Fig. 1: close-up of the layout
Scale bar: 20 µm. Window x 54 to 104, y 54 to 104 µm. Cells in grey, sequential cells in the stronger grey; small squares are vias.
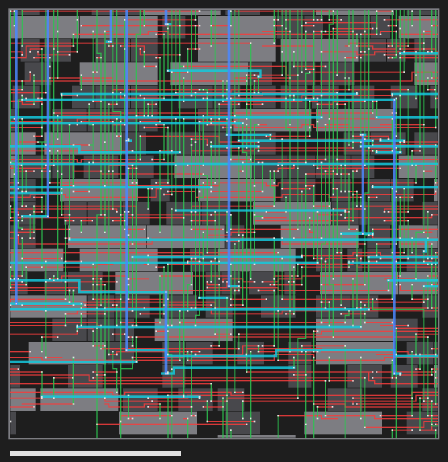
Fig. 2: cell classes on the final placement
Fill, decap, tap and diode cells in grey.
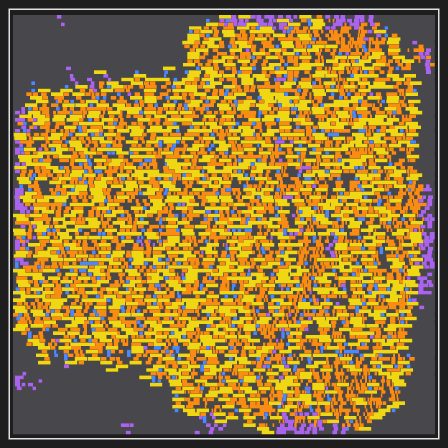
Fig. 3: cell outlines without signal wires
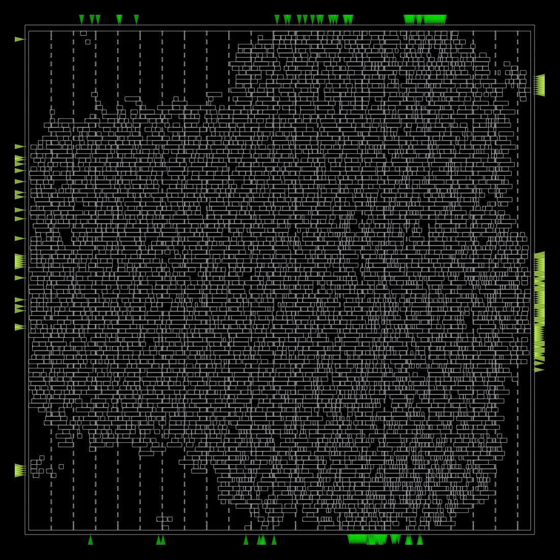
Fig. 4: wire density map
Scale bar: 100 µm. The die is cut into 32 by 32 equal tiles; black is low, pale yellow is high, scaled to the fullest tile. Values are wire area over tile area, all layers added.
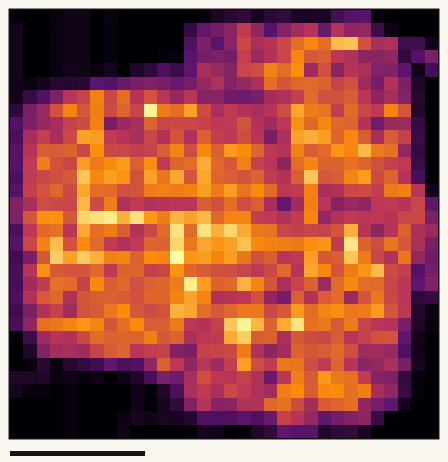
[src/rtl/skip_fetch_pipe.sv]
// Two-stage skip-table lookup between the branch predictor and I-cache request stage.
// A predicted PC is matched against the CAM, and eligible hits return a PC advanced past skippable code.
module skip_fetch_pipe #(
  parameter int unsigned ENTRIES        = 16,
  parameter int unsigned PC_WIDTH       = 32,
  parameter int unsigned RB_ENTRIES     = 16,
  parameter int unsigned NUM_PTR_REGS   = 32,
  parameter int unsigned CONF_WIDTH     = 2,
  parameter int unsigned CONF_THRESHOLD = 2,
  parameter int unsigned SKIP_SHIFT     = 2
) (
  input  logic                        ClockIn,
  input  logic                        AsyncResetIn,
  input  logic                        ReqValidIn,
  output logic                        ReqReadyOut,
  input  logic [PC_WIDTH-1:0]         ReqPCIn,
  output logic                        RspValidOut,
  input  logic                        RspReadyIn,
  output logic [PC_WIDTH-1:0]         RspNextPCOut,
  output logic                        RspSkipEnOut,
  output logic                        RspHitOut,
  output logic [$clog2(ENTRIES)-1:0]  RspIdxOut,
  output logic                        RspRs1ReadEnOut,
  output logic                        RspRs2ReadEnOut,
  output logic [3:0]                  RspRdIdxOut,
  input  logic                        FlushIn,
  input  logic                        CfgWrEnIn,
  input  logic [$clog2(ENTRIES):0]    CfgWrAddrIn,
  input  logic [31:0]                 CfgWrDataIn,
  input  logic [NUM_PTR_REGS-1:0]     PtrSimVecIn,
  input  logic [RB_ENTRIES-1:0]       RBValidIn,
  input  logic                        SkipFailIn,
  input  logic [$clog2(ENTRIES)-1:0]  SkipFailIdxIn
);

  localparam int unsigned IDX_W = $clog2(ENTRIES);
  localparam logic [CONF_WIDTH-1:0] CONF_MAX = '1;
  localparam logic [CONF_WIDTH-1:0] CONF_THR = CONF_WIDTH'(CONF_THRESHOLD);

  logic [PC_WIDTH-1:0]   cam_pc_q [ENTRIES];
  logic [PC_WIDTH-1:0]   cam_pc_d [ENTRIES];
  logic [31:0]           entry_q  [ENTRIES];
  logic [31:0]           entry_d  [ENTRIES];
  logic [CONF_WIDTH-1:0] conf_q   [ENTRIES];
  logic [CONF_WIDTH-1:0] conf_d   [ENTRIES];
  logic [15:0]           skipped_q, skipped_d;

  logic                  s1_v_q, s1_v_d;
  logic [PC_WIDTH-1:0]   s1_pc_q, s1_pc_d;
  logic [ENTRIES-1:0]    s1_hit_q, s1_hit_d;

  logic                  s2_v_q, s2_v_d;
  logic [PC_WIDTH-1:0]   rsp_pc_q, rsp_pc_d;
  logic                  rsp_skip_q, rsp_skip_d;
  logic                  rsp_hit_q, rsp_hit_d;
  logic [IDX_W-1:0]      rsp_idx_q, rsp_idx_d;
  logic                  rsp_rs1_q, rsp_rs1_d;
  logic                  rsp_rs2_q, rsp_rs2_d;
  logic [3:0]            rsp_rd_q, rsp_rd_d;

  logic                  s1_adv;
  logic                  req_fire;
  logic                  rsp_fire;
  logic [ENTRIES-1:0]    req_hit;
  logic                  sel_hit;
  logic [IDX_W-1:0]      sel_idx;
  logic [31:0]           sel_entry;
  logic                  sel_type;
  logic [4:0]            sel_ptr;
  logic                  sel_rs2_ign;
  logic [3:0]            sel_rs1, sel_rs2, sel_rd;
  logic [7:0]            sel_cnt;
  logic [15:0]           rb_vec;
  logic [31:0]           ptr_vec;
  logic                  eligible;
  logic                  skip_en;
  logic [PC_WIDTH-1:0]   next_pc;
  logic [IDX_W-1:0]      cfg_idx;
  logic                  unused_bits;

  assign s1_adv      = s1_v_q & (~s2_v_q | RspReadyIn);
  assign ReqReadyOut = ~AsyncResetIn & ~FlushIn & (~s1_v_q | s1_adv);
  assign req_fire    = ReqValidIn & ReqReadyOut;
  assign rsp_fire    = s2_v_q & RspReadyIn;
  assign cfg_idx     = CfgWrAddrIn[IDX_W:1];
  assign rb_vec      = 16'(RBValidIn);
  assign ptr_vec     = 32'(PtrSimVecIn);

  assign RspValidOut     = s2_v_q;
  assign RspNextPCOut    = rsp_pc_q;
  assign RspSkipEnOut    = rsp_skip_q;
  assign RspHitOut       = rsp_hit_q;
  assign RspIdxOut       = rsp_idx_q;
  assign RspRs1ReadEnOut = rsp_rs1_q;
  assign RspRs2ReadEnOut = rsp_rs2_q;
  assign RspRdIdxOut     = rsp_rd_q;

  // CAM match of the incoming request against valid entries
  always_comb begin
    req_hit = '0;
    for (int i = 0; i < ENTRIES; i++) begin
      req_hit[i] = entry_q[i][31] && (cam_pc_q[i] == ReqPCIn);
    end
  end

  // Lowest-index hit selection and skip eligibility for the S1 -> S2 transfer
  always_comb begin
    sel_idx = '0;
    for (int i = ENTRIES - 1; i >= 0; i--) begin
      if (s1_hit_q[i]) sel_idx = IDX_W'(i);
    end
    sel_hit     = |s1_hit_q;
    sel_entry   = entry_q[sel_idx];
    sel_type    = sel_entry[30];
    sel_ptr     = sel_entry[29:25];
    sel_rs2_ign = sel_entry[24];
    sel_rs1     = sel_entry[23:20];
    sel_rs2     = sel_entry[19:16];
    sel_rd      = sel_entry[15:12];
    sel_cnt     = sel_entry[7:0];
    if (sel_type) begin
      eligible = skipped_q[sel_rs1] & rb_vec[sel_rs1] &
                 (sel_rs2_ign | (skipped_q[sel_rs2] & rb_vec[sel_rs2]));
    end else begin
      eligible = ptr_vec[sel_ptr];
    end
    skip_en = sel_hit & (conf_q[sel_idx] >= CONF_THR) & eligible;
    next_pc = skip_en ? (s1_pc_q + (PC_WIDTH'(sel_cnt) << SKIP_SHIFT)) : s1_pc_q;
  end

  assign unused_bits = ^{sel_entry[31], sel_entry[11:8]};

  always_comb begin
    cam_pc_d   = cam_pc_q;
    entry_d    = entry_q;
    conf_d     = conf_q;
    skipped_d  = skipped_q;
    s1_v_d     = s1_v_q;
    s1_pc_d    = s1_pc_q;
    s1_hit_d   = s1_hit_q;
    s2_v_d     = s2_v_q;
    rsp_pc_d   = rsp_pc_q;
    rsp_skip_d = rsp_skip_q;
    rsp_hit_d  = rsp_hit_q;
    rsp_idx_d  = rsp_idx_q;
    rsp_rs1_d  = rsp_rs1_q;
    rsp_rs2_d  = rsp_rs2_q;
    rsp_rd_d   = rsp_rd_q;

    if (FlushIn) begin
      s1_v_d = 1'b0;
    end else if (req_fire) begin
      s1_v_d   = 1'b1;
      s1_pc_d  = ReqPCIn;
      s1_hit_d = req_hit;
    end else if (s1_adv) begin
      s1_v_d = 1'b0;
    end

    // Response register loads only on a live transfer; flush kills it and its slot update
    if (FlushIn) begin
      s2_v_d = 1'b0;
    end else if (s1_adv) begin
      s2_v_d     = 1'b1;
      rsp_pc_d   = next_pc;
      rsp_skip_d = skip_en;
      rsp_hit_d  = sel_hit;
      rsp_idx_d  = sel_hit ? sel_idx : '0;
      rsp_rs1_d  = skip_en;
      rsp_rs2_d  = skip_en & sel_type & ~sel_rs2_ign;
      rsp_rd_d   = sel_hit ? sel_rd : 4'h0;
      if (sel_hit) skipped_d[sel_rd] = skip_en;
    end else if (rsp_fire) begin
      s2_v_d = 1'b0;
    end

    if (CfgWrEnIn) begin
      if (CfgWrAddrIn[0]) entry_d[cfg_idx]  = CfgWrDataIn;
      else                cam_pc_d[cfg_idx] = PC_WIDTH'(CfgWrDataIn);
    end

    // Confidence: config write beats a reported failure, which beats a successful skip
    for (int i = 0; i < ENTRIES; i++) begin
      if (CfgWrEnIn && CfgWrAddrIn[0] && (cfg_idx == IDX_W'(i))) begin
        conf_d[i] = CONF_MAX;
      end else if (SkipFailIn && (SkipFailIdxIn == IDX_W'(i))) begin
        if (conf_q[i] != '0) conf_d[i] = conf_q[i] - CONF_WIDTH'(1);
      end else if (rsp_fire && rsp_skip_q && (rsp_idx_q == IDX_W'(i))) begin
        if (conf_q[i] != CONF_MAX) conf_d[i] = conf_q[i] + CONF_WIDTH'(1);
      end
    end
  end

  always_ff @(posedge ClockIn or posedge AsyncResetIn) begin
    if (AsyncResetIn) begin
      for (int i = 0; i < ENTRIES; i++) begin
        cam_pc_q[i] <= '0;
        entry_q[i]  <= '0;
        conf_q[i]   <= '0;
      end
      skipped_q  <= '0;
      s1_v_q     <= 1'b0;
      s1_pc_q    <= '0;
      s1_hit_q   <= '0;
      s2_v_q     <= 1'b0;
      rsp_pc_q   <= '0;
      rsp_skip_q <= 1'b0;
      rsp_hit_q  <= 1'b0;
      rsp_idx_q  <= '0;
      rsp_rs1_q  <= 1'b0;
      rsp_rs2_q  <= 1'b0;
      rsp_rd_q   <= '0;
    end else begin
      cam_pc_q   <= cam_pc_d;
      entry_q    <= entry_d;
      conf_q     <= conf_d;
      skipped_q  <= skipped_d;
      s1_v_q     <= s1_v_d;
      s1_pc_q    <= s1_pc_d;
      s1_hit_q   <= s1_hit_d;
      s2_v_q     <= s2_v_d;
      rsp_pc_q   <= rsp_pc_d;
      rsp_skip_q <= rsp_skip_d;
      rsp_hit_q  <= rsp_hit_d;
      rsp_idx_q  <= rsp_idx_d;
      rsp_rs1_q  <= rsp_rs1_d;
      rsp_rs2_q  <= rsp_rs2_d;
      rsp_rd_q   <= rsp_rd_d;
    end
  end

endmodule
[config.mk]
export PLATFORM = sky130hd
export DESIGN_NAME = skip_fetch_pipe
export DESIGN_NICKNAME = d
export VERILOG_FILES = /design/src/rtl/skip_fetch_pipe.sv
export SDC_FILE = /design/constraint.sdc
export NUM_CORES = 2
export LEC_CHECK = 0
export ABC_CLOCK_PERIOD_IN_PS = 34700
export CORE_MARGIN = 2
export CORE_UTILIZATION = 55
export CTS_BUF_LIST = sky130_fd_sc_hd__clkbuf_4
export CTS_CLUSTER_SIZE = 20
export DETAILED_ROUTE_END_ITERATION = 7
export HOLD_SLACK_MARGIN = 0.1
export PLACE_DENSITY = 0.75
export RECOVER_POWER = 50
export SLEW_MARGIN = 5
export SYNTH_ARGS = -nofsm -noshare
export SYNTH_HDL_FRONTEND = slang
export SYNTH_SLANG_ARGS = --single-unit
[constraint.sdc]
create_clock -name ClockIn -period 34.7 [get_ports ClockIn]
set_input_delay 3.47 -clock ClockIn [delete_from_list [all_inputs] [get_ports ClockIn]]
set_output_delay 3.47 -clock ClockIn [all_outputs]
set_load 0.01 [all_outputs]
==> flow_summary.yaml <==
# flow metrics
cts:
  cts_tree: "done"
  clk_latency_ns: 1.18
  cts.sinks: 1101
place:
  dp_worst_setup_slack_ns: 26.16
  dpl_cell_area_um2: 56800
timing:
  fmax_ghz: 0.0940
  hold_viol: 0
  hold_ws_ns: 0.471
  slew_violations: 1182
  rsz0062_at_grt: "false"
status:
  violations: "capacitance limit, slew limit"
  outcome: "finished with violations"
layout:
  layout_top_cell: "dfrtp_1"
  drive_gt1_frac: 0.318
synth:
  netlist_top_cells_count: "dfrtp_1, mux2_2, nand2_1"
  adder_share: 0.00224
  synth.logic.top_family: "multiplexers"
  syn-cell-area_um2: 53700
  ys_async_sr_fraction: 1.00
  synthTopCellsByArea: "dfrtp_1, mux2_2, xor2_1"
  avgSynthCellArea_um2: 11.8
  ys_warn_count: 0
  mux_share: 0.235
  simple_gate_share: 0.0949
drt:
  wl_met2_um: 74100
  drtIter0Drc: 4118
  ant_nets: 0
  drc_errors: 0
  routed_via_density: 6.21
  met3_length_um: 16700
  met1_length_um: 65100
pwr:
  pwr-share-clk: 0.327
  p_comb_uw: 623
  seq_power_share: 0.491
  power_switching_share: 0.285
  p_int_uw: 2450
  p_total_uw: 3420
  seq-power_uw: 1680
die:
  fp.dieW_um: 317
setup_path:
  cp-start-kind: "primary input"
  crit_path_end: "entry_q[342]"
  reg2reg_depth: 15
  cp.depth: 5
  cpMostUsedCell: "buf_4"
  worstSetupEndpointType: "async pin"
  path_cells: "dlygate4sd3_1 > clkinvlp_2 > clkbuf_1 > buf_4 > buf_4"
flow_run:
  cap_violations: 27
worst_hold_path:
  hp-start: "s1_pc_q[0]"
grt:
  grt_pass1_vias: 39200
## Picture notes: Fig. 1
Key: blue = metal 4; red = metal 1; cyan = metal 3; green = metal 2
Netlist names of flops here include cam_pc_q (33), entry_q (1). Most frequent: mux2_2 (34), dfrtp_1 (34), xor2_1 (33). 140 logic cells have their middle in the window. Sequential cells in the window: 34.

## Picture notes: Fig. 2
Key: orange = combinational and other logic [cells 3111]; blue = clock drivers and dummy loads [cells 478]; purple = other buffers and delay cells [cells 290]; yellow = flops [cells 1101]
Std-Cell Rows: 114
Design Area, Final: 60100 µm²
sequential cell area share: 0.458
Final Core Density: 0.622
Core Area: 96700 µm²

## Picture notes: Fig. 3
Tapcell Cnt: 1276
Non-Filler Instances: 6259
flip-flops: 1101

## Picture notes: Fig. 4
The densest ninth of the die: centre. 50% of the tiles are over half the peak. The mean over all tiles is 0.27. The fullest tile reaches 0.62. 11% of the tiles are nearly empty.
DR WL/cell: 25.9 µm
gr usage total: 0.328
final WL: 162000 µm
routed vias: 38900

## final cells by class
cell class              count  area, µm²
fillers                  7819      36600
repair buffers            290       2570
clock buffers             436       3270
well taps                1276       1600
clock inverters            42        216
inverters                  23       87.6
multi-input cells        3088      24800
flip-flops and latches   1101      27600
diodes                      3       7.51
## layer usage
metal  up-vias  track usage
li1      16700            -
met1     19800        0.441
met2      1935        0.515
met3       416       0.0766
met4         4        0.133
met5         -            0
## flip-flops by register name (all words and copies together) (netlist names), 4 cells and up
| register | count |
|---|---|
| RspNextPCOut | 32 |
| s1_hit_q | 16 |
| entry_q | 448 |
| s1_pc_q | 32 |
| conf_q | 32 |
| RspRdIdxOut | 4 |
| cam_pc_q | 512 |
| skipped_q | 16 |
| RspIdxOut | 4 |
Power figures rest on the tool's default switching activity, not on a simulated workload.
